run_1/ff_map.png
Drawn at 6 px/µm. Other sequential cells in the stronger grey, the rest of the logic in the fainter grey.
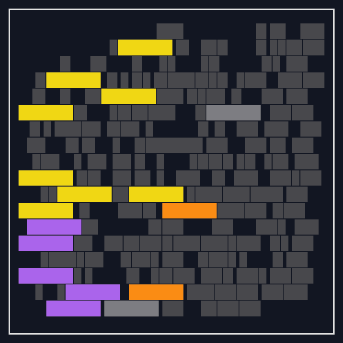
run_1/floorplan.png
Drawn at 6 px/µm. Pins as bars on the die edge.
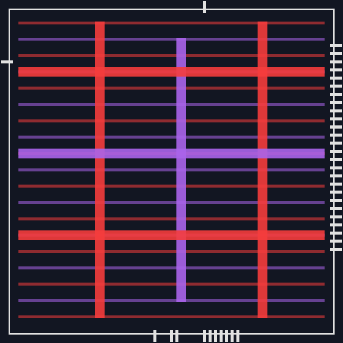
run_1/util_map.png
Drawn at 6 px/µm. The die is cut into 11 by 11 equal tiles; black is low, pale yellow is high, 0 to 100% covered.
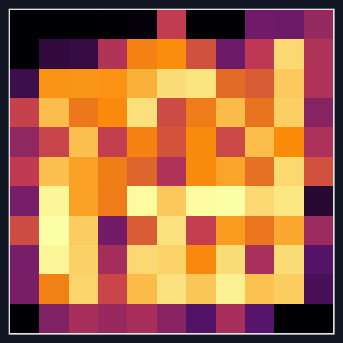
run_1/clock_nets.png
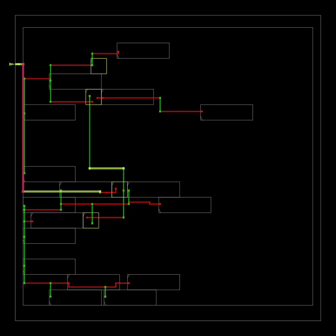
[src/rtl/ts_pkg.sv]
// Shared constants and types for the transport-stream packet arbiter.
// The state encoding doubles as the grant code seen on the grant output.
package ts_pkg;

  localparam logic [7:0]  TS_SYNC       = 8'h47;
  localparam logic [31:0] NULL_HDR      = {TS_SYNC, 24'h1FFF10};
  localparam logic [7:0]  NULL_FILL     = 8'hFF;
  localparam int          PKT_LEN_DEF   = 188;
  localparam int          NULL_WAIT_DEF = 16;

  // 0 = idle, 1 = src0, 2 = src1, 3 = null packet
  typedef enum logic [1:0] {
    ST_IDLE = 2'd0,
    ST_SRC0 = 2'd1,
    ST_SRC1 = 2'd2,
    ST_NULL = 2'd3
  } state_e;

  function automatic logic [1:0] grant_of(input state_e s);
    return 2'(s);
  endfunction

endpackage

[src/rtl/ts_null_gen.sv]
// Maps a byte index inside a packet to the DVB null packet byte (PID 0x1FFF).
// Purely combinational.
module ts_null_gen
  import ts_pkg::*;
#(
  parameter int CW = 8
) (
  input  logic [CW-1:0] cnt_i,
  output logic [7:0]    byte_o
);

  always_comb begin
    byte_o = NULL_FILL;
    for (int i = 0; i < 4; i++) begin
      if (cnt_i == CW'(i)) byte_o = NULL_HDR[31-8*i -: 8];
    end
  end

endmodule

[src/rtl/ts_packet_arbiter.sv]
// Packet-atomic round-robin scheduler feeding one TS byte stream from two
// sources, with resync flushing and null-packet insertion when starved.
module ts_packet_arbiter
  import ts_pkg::*;
#(
  parameter int PKT_LEN   = PKT_LEN_DEF,
  parameter int NULL_WAIT = NULL_WAIT_DEF,
  parameter bit NULL_EN   = 1'b1
) (
  input  logic       iclk,
  input  logic       irst,
  input  logic [7:0] idat0,
  input  logic       isop0,
  input  logic       ival0,
  output logic       ordy0,
  input  logic [7:0] idat1,
  input  logic       isop1,
  input  logic       ival1,
  output logic       ordy1,
  output logic [7:0] odat,
  output logic       osop,
  output logic       oval,
  input  logic       irdy,
  output logic [1:0] ogrant,
  output logic       oerr
);

  localparam int CW = $clog2(PKT_LEN);
  localparam int IW = $clog2(NULL_WAIT + 1);
  localparam logic [CW-1:0] CNT_LAST  = CW'(PKT_LEN - 1);
  localparam logic [IW-1:0] IDLE_LAST = IW'(NULL_WAIT - 1);

  state_e        state_q, state_d;
  logic [CW-1:0] cnt_q, cnt_d;
  logic [IW-1:0] idle_q, idle_d;
  logic          ptr_q, ptr_d;   // 0 = src0 wins a tie, 1 = src1
  logic          err_q, err_d;

  logic          start0, start1;
  logic          cnt_zero, cnt_last;
  logic [7:0]    null_byte;
  logic [7:0]    s_dat;
  logic          s_sop, s_val, xfer;

  assign start0   = ival0 & isop0;
  assign start1   = ival1 & isop1;
  assign cnt_zero = (cnt_q == '0);
  assign cnt_last = (cnt_q == CNT_LAST);

  assign s_dat = (state_q == ST_SRC1) ? idat1 : idat0;
  assign s_sop = (state_q == ST_SRC1) ? isop1 : isop0;
  assign s_val = (state_q == ST_SRC1) ? ival1 : ival0;

  ts_null_gen #(.CW(CW)) u_null_gen (
    .cnt_i  (cnt_q),
    .byte_o (null_byte)
  );

  // Handshake: a byte moves on any side exactly when its valid and ready are
  // both high at the iclk edge; valid never waits for ready.
  always_comb begin
    state_d = state_q;
    cnt_d   = cnt_q;
    idle_d  = '0;
    ptr_d   = ptr_q;
    err_d   = 1'b0;
    odat    = '0;
    osop    = 1'b0;
    oval    = 1'b0;
    ordy0   = 1'b0;
    ordy1   = 1'b0;
    xfer    = 1'b0;
    unique case (state_q)
      ST_IDLE: begin
        // Mid-packet bytes are drained so a source resyncs on its next sync byte.
        ordy0 = ival0 & ~isop0 & ~irst;
        ordy1 = ival1 & ~isop1 & ~irst;
        cnt_d = '0;
        if (start0 && start1) begin
          state_d = ptr_q ? ST_SRC1 : ST_SRC0;
        end else if (start0) begin
          state_d = ST_SRC0;
        end else if (start1) begin
          state_d = ST_SRC1;
        end else if (irdy) begin
          if (idle_q == IDLE_LAST) begin
            if (NULL_EN) state_d = ST_NULL;
            else         idle_d  = idle_q;
          end else begin
            idle_d = idle_q + IW'(1);
          end
        end
      end
      ST_SRC0, ST_SRC1: begin
        odat = s_dat;
        oval = s_val;
        osop = s_sop & cnt_zero;
        xfer = s_val & irdy;
        if (state_q == ST_SRC0) ordy0 = irdy;
        else                    ordy1 = irdy;
        if (xfer && s_sop && !cnt_zero) err_d = 1'b1;
        if (xfer) begin
          if (cnt_last) begin
            state_d = ST_IDLE;
            cnt_d   = '0;
            ptr_d   = (state_q == ST_SRC0);
          end else begin
            cnt_d = cnt_q + CW'(1);
          end
        end
      end
      ST_NULL: begin
        odat = null_byte;
        oval = 1'b1;
        osop = cnt_zero;
        xfer = irdy;
        if (xfer) begin
          if (cnt_last) begin
            state_d = ST_IDLE;
            cnt_d   = '0;
          end else begin
            cnt_d = cnt_q + CW'(1);
          end
        end
      end
      default: state_d = ST_IDLE;
    endcase
  end

  always_ff @(posedge iclk or posedge irst) begin
    if (irst) begin
      state_q <= ST_IDLE;
      cnt_q   <= '0;
      idle_q  <= '0;
      ptr_q   <= 1'b0;
      err_q   <= 1'b0;
    end else begin
      state_q <= state_d;
      cnt_q   <= cnt_d;
      idle_q  <= idle_d;
      ptr_q   <= ptr_d;
      err_q   <= err_d;
    end
  end

  assign ogrant = grant_of(state_q);
  assign oerr   = err_q;

endmodule

[config.mk]
export PLATFORM = sky130hd
export DESIGN_NAME = ts_packet_arbiter
export DESIGN_NICKNAME = d
export VERILOG_FILES = /design/src/rtl/ts_pkg.sv /design/src/rtl/ts_null_gen.sv /design/src/rtl/ts_packet_arbiter.sv
export SDC_FILE = /design/constraint.sdc
export NUM_CORES = 1
export LEC_CHECK = 0
export CAP_MARGIN = 0
export CORE_UTILIZATION = 50
export DETAILED_ROUTE_END_ITERATION = 10
export HOLD_SLACK_MARGIN = 0.15
export PLACE_DENSITY = 0.83
export SLEW_MARGIN = 10
export SYNTH_ARGS = -nofsm -noshare
export SYNTH_HDL_FRONTEND = slang
export SYNTH_SLANG_ARGS = --single-unit
[constraint.sdc]
create_clock -name iclk -period 4.2 [get_ports iclk]
set_input_delay 0.42 -clock iclk [delete_from_list [all_inputs] [get_ports iclk]]
set_output_delay 0.42 -clock iclk [all_outputs]
set_load 0.1 [all_outputs]
==> run summary, run 1 <==
status: finished clean
CTS Hold Buffers Added: 0
Max Cap Violations: 0
count of library flops with an enable pin: 0
Crit Reg-Reg Startpoint: ogrant[0]
NonClk Buf Share: 20.3%
CP startpoint kind: flip-flop
most common cell in the netlist: dfrtp_1
asr flop ratio synth: 100%
Power Clock: 91.0 µW
grt met3 use: 3.67%
biggest area cells: dfrtp_1, ha_1, mux2_2
CP max stage delay: 1.16 ns
Non-Clock Buffer Count: 37
mux cell area share after synthesis: 10.9%
Worst Hold Endpoint: idle_q[0]
area occupied by registers: 425 µm²
and+or+nand+nor area frac: 21.9%
Synth Warn #: 0
syn_nets: 188
boundary pin count: 38
WL met3: 188 µm
Clk pwr share: 16.8%
pwr/cell area: 309 nW/µm²
internal power: 309 µW
vias in the first global route: 1,281
die area: 2900 µm²
Post-synth seq share: 31.7%
worst hold path class: flip-flop to flip-flop
Max-slew headroom: 34.5%
Top cell excl fill/tap: clkdlybuf4s50_1
drt pass-1 iters: 4
nets: 227
setup slack, reg-to-reg: 2.00 ns
WL met2: 1.75 mm
period utilization: 81.0%
DRT iter0 DRCs: 19
PortBufs: 37
Final ANT Viol Nets: 0
post-cts gate resize count: 0
vias: 1,293
Fin. Hold Viols: 0
Post-CTS Repair Setup Buffers: 0
switching part of the total: 43.0%
Crit Path Category: flip-flop to output pin
Commonest flop: dfrtp_1
largest net degree at the start of global routing: 19
dpl ws: 1.12 ns
HPWL after DPL: 2.70 mm
# setup viols final: 0
Clock Skew: 0.00163 ns
About ff_map.png:
| colour | name in the netlist | flops |
|---|---|---|
| orange | ogrant | 2 |
| purple | idle_q | 5 |
| yellow | cnt_q | 8 |

About floorplan.png:
| colour | net |
|---|---|
| purple | VDD |
| red | VSS |
signal pins: 38
rows: 18
Die Span X: 53.8 µm
Max IR drop VDD: 0.326 mV

About util_map.png:
fullest tile: 100%
mean over tiles: 59%
emptiest ninth of the die: upper left

About clock_nets.png:
layout clock buffer count: 3
clk ins delay skew pair: 0.29 ns

run_1/m2.png
Drawn at 6 px/µm.
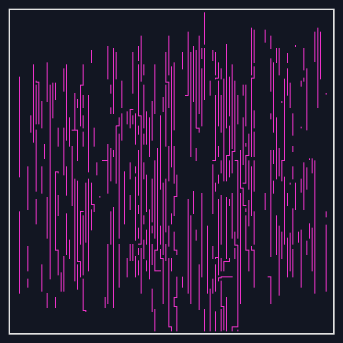

==> run 1 -> run 2 <==
--- a/config.mk
+++ b/config.mk
@@ -6,10 +6,10 @@
 export NUM_CORES = 1
 export LEC_CHECK = 0
 export CAP_MARGIN = 0
-export CORE_UTILIZATION = 50
+export CORE_UTILIZATION = 43
 export DETAILED_ROUTE_END_ITERATION = 10
 export HOLD_SLACK_MARGIN = 0.15
-export PLACE_DENSITY = 0.83
+export PLACE_DENSITY = 0.76
 export SLEW_MARGIN = 10
 export SYNTH_ARGS = -nofsm -noshare
 export SYNTH_HDL_FRONTEND = slang
==> constraint.sdc (replaced) <==
create_clock -name iclk -period 3.05 [get_ports iclk]
set_input_delay 0.305 -clock iclk [delete_from_list [all_inputs] [get_ports iclk]]
set_output_delay 0.305 -clock iclk [all_outputs]
set_load 0.1 [all_outputs]
run_2/m2.png
Drawn at 6 px/µm.
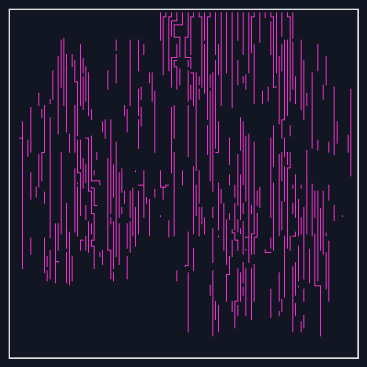
main direction: vertical
longest straight run: 24.5 µm
nets with wire on the layer: 188
wire length on this layer: 1,720 µm
share of all routed wire: 51%

==> run 2 against run 1 <==
  * The run now ends with DRC left
  * Non-clock buffer count grew 2
  * Global-route usage down 4.5 points
  * Routed wire length increased by 0.41%
  * Final area grew 5.2%
  * Critical path depth stayed put
  * Combinational power grew 38%
  * Cell count up 1.4%
  * Largest power group unchanged
  * Highest routed layer unchanged
==> run summary, run 2 <==
biggest area cells: dfrtp_1, ha_1, mux2_2
Max IR drop VDD: 0.325 mV (-0.53%)
WL met2: 1.72 mm (-1.8%)
Synth Warn #: 0 (unchanged)
switching part of the total: 42.5% (-0.45 points)
layout clock buffer count: 4 (+1)
drt pass-1 iters: 7 (+3)
Max-slew headroom: 35.8% (+1.3 points)
syn_nets: 188 (unchanged)
die area: 3350 µm² (+16%)
vias in the first global route: 1,344 (+4.9%)
CTS Hold Buffers Added: 0 (unchanged)
Final ANT Viol Nets: 0 (unchanged)
dpl ws: 0.625 ns (-0.497 ns)
failing checks: DRC
DRC violations left: 2
nets: 229 (+0.88%)
Crit Reg-Reg Startpoint: ogrant[0]
HPWL after DPL: 2.73 mm (+1.2%)
Die Span X: 57.9 µm (+7.5%)
Non-Clock Buffer Count: 39 (+5.4%)
# setup viols final: 0 (unchanged)
internal power: 430 µW (+39%)
mux cell area share after synthesis: 10.9% (unchanged)
CP max stage delay: 0.54 ns (-0.62 ns)
Post-synth seq share: 31.7% (unchanged)
clk ins delay skew pair: 0.29 ns (about the same)
worst hold path class: input port to asynchronous set/reset pin
Clk pwr share: 16.4% (-0.4 points)
status: finished, violations left
count of library flops with an enable pin: 0 (unchanged)
asr flop ratio synth: 100% (unchanged)
Max Cap Violations: 0 (unchanged)
most common cell in the netlist: dfrtp_1
setup slack, reg-to-reg: 0.80 ns (-1.20 ns)
Clock Skew: 0.00818 ns (+0.00654 ns)
DRT iter0 DRCs: 45 (+26)
WL met3: 143 µm (-24%)
Top cell excl fill/tap: clkdlybuf4s50_1
area occupied by registers: 425 µm² (unchanged)
vias: 1,287 (-0.46%)
boundary pin count: 38 (unchanged)
run_2/ff_map.png
Drawn at 6 px/µm. Other sequential cells in the stronger grey, the rest of the logic in the fainter grey.
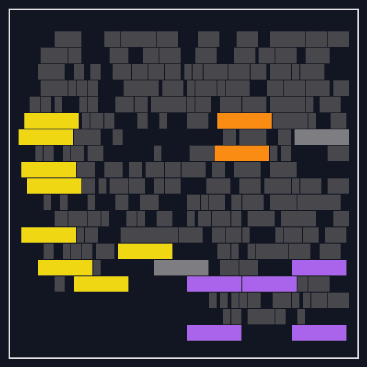

==> run 2 -> run 3 <==
--- a/config.mk
+++ b/config.mk
@@ -5,7 +5,6 @@
 export SDC_FILE = /design/constraint.sdc
 export NUM_CORES = 1
 export LEC_CHECK = 0
-export CAP_MARGIN = 0
 export CORE_UTILIZATION = 43
 export DETAILED_ROUTE_END_ITERATION = 10
 export HOLD_SLACK_MARGIN = 0.15
@@ -13,4 +12,5 @@
 export SLEW_MARGIN = 10
 export SYNTH_ARGS = -nofsm -noshare
 export SYNTH_HDL_FRONTEND = slang
+export SYNTH_HIERARCHICAL = 1
 export SYNTH_SLANG_ARGS = --single-unit
run_3/ff_map.png
Drawn at 6 px/µm. Other sequential cells in the stronger grey, the rest of the logic in the fainter grey.
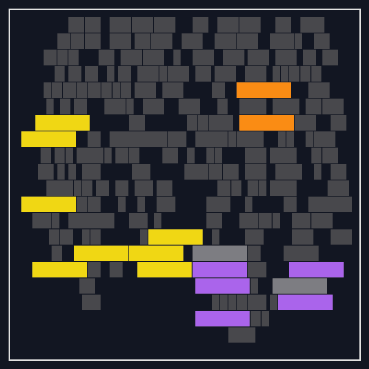
| colour | name in the netlist | flops |
|---|---|---|
| purple | idle_q | 5 |
| yellow | cnt_q | 8 |
| orange | ogrant | 2 |
not coloured: 2

==> run 3 against run 2 <==
  * The flow now finishes without violations
  * Register-to-register slack got worse by 0.02 ns
  * Core utilization is 5.1 points lower
  * Area after synthesis up 1.2%
  * Critical endpoint unchanged
  * Highest routed layer unchanged
==> run summary, run 3 <==
WL met3: 165 µm (+15%)
Top cell excl fill/tap: nor2_1
Well-Tap Cells: 44
worst hold path class: input port to asynchronous set/reset pin
dpl cell area: 1770 µm²
DRT iter0 DRCs: 41 (-8.9%)
vias in the first global route: 1,140 (-15%)
vias: 1,281 (-0.47%)
RSZ-0062 raised after global routing: no
GRT Total Usage: 20.5%
Final ANT Viol Nets: 0 (unchanged)
DRC violations left: 0 (-2)
grt met3 use: 4.24%
first-pass GRT wire length: 5.31 mm
die area: 3390 µm² (+1.2%)
Max Cap Violations: 0 (unchanged)
biggest area cells: dfrtp_1, nor2_1, ha_1
Max-slew headroom: 36.1% (+0.30 points)
Synth Warn #: 6 (+6)
Commonest flop: dfrtp_1
Post-Syn Instances: 160
# Cells Yosys: 160
mux cell area share after synthesis: 10.1% (-0.77 points)
most common cell in the netlist: nor2_1
Crit Reg-Reg Startpoint: ogrant[0]
XOR/XNOR Area Share: 3.86%
Die Span X: 58.2 µm (+0.59%)
Worst Setup EP: ordy1
nets: 228 (-0.44%)
layout clock buffer count: 3 (-1)
Post-synth seq share: 31.3% (-0.38 points)
WL met2: 1.53 mm (-11%)
Leading cell kind: multi-input combinational cells
Pleak: 0.000755 µW
worst slew pin tran: 0.955 ns
Max IR drop VDD: 0.472 mV (+45%)
row count: 20
HPWL after DPL: 2.55 mm (-6.4%)
Finished Cell Area: 1800 µm²
critical path arrival: 2.38 ns
Clock Skew: 0.00674 ns (-0.00144 ns)
Main power group: combinational cells
count of library flops with an enable pin: 0 (unchanged)
antenna violations before repair: 0
clk ins delay skew pair: 0.30 ns (about the same)
CTS Hold Buffers Added: 0 (unchanged)
area occupied by registers: 425 µm² (unchanged)
switching part of the total: 52.3% (+9.8 points)
Non-Clock Buffer Count: 38 (-2.6%)
Util after Layout: 59.5%
critical path capture point type: output pin
setup slack, reg-to-reg: 0.78 ns (-0.02 ns)
boundary pin count: 38 (unchanged)
asr flop ratio synth: 100% (unchanged)
met2 GRT Util: 31.4%
status: finished clean
crit path from: ogrant[0]
dpl ws: 0.720 ns (+0.0946 ns)
M1 wire length: 1.54 mm
drt pass-1 iters: 4 (-3)
Clk pwr share: 12.6% (-3.8 points)
internal power: 459 µW (+6.6%)
CP max stage delay: 0.47 ns (-0.07 ns)
Yosys chip area: 1360 µm²
# setup viols final: 0 (unchanged)
htree depth: 1
syn_nets: 192 (+2.1%)
Power is estimated from default activity; no workload was simulated.
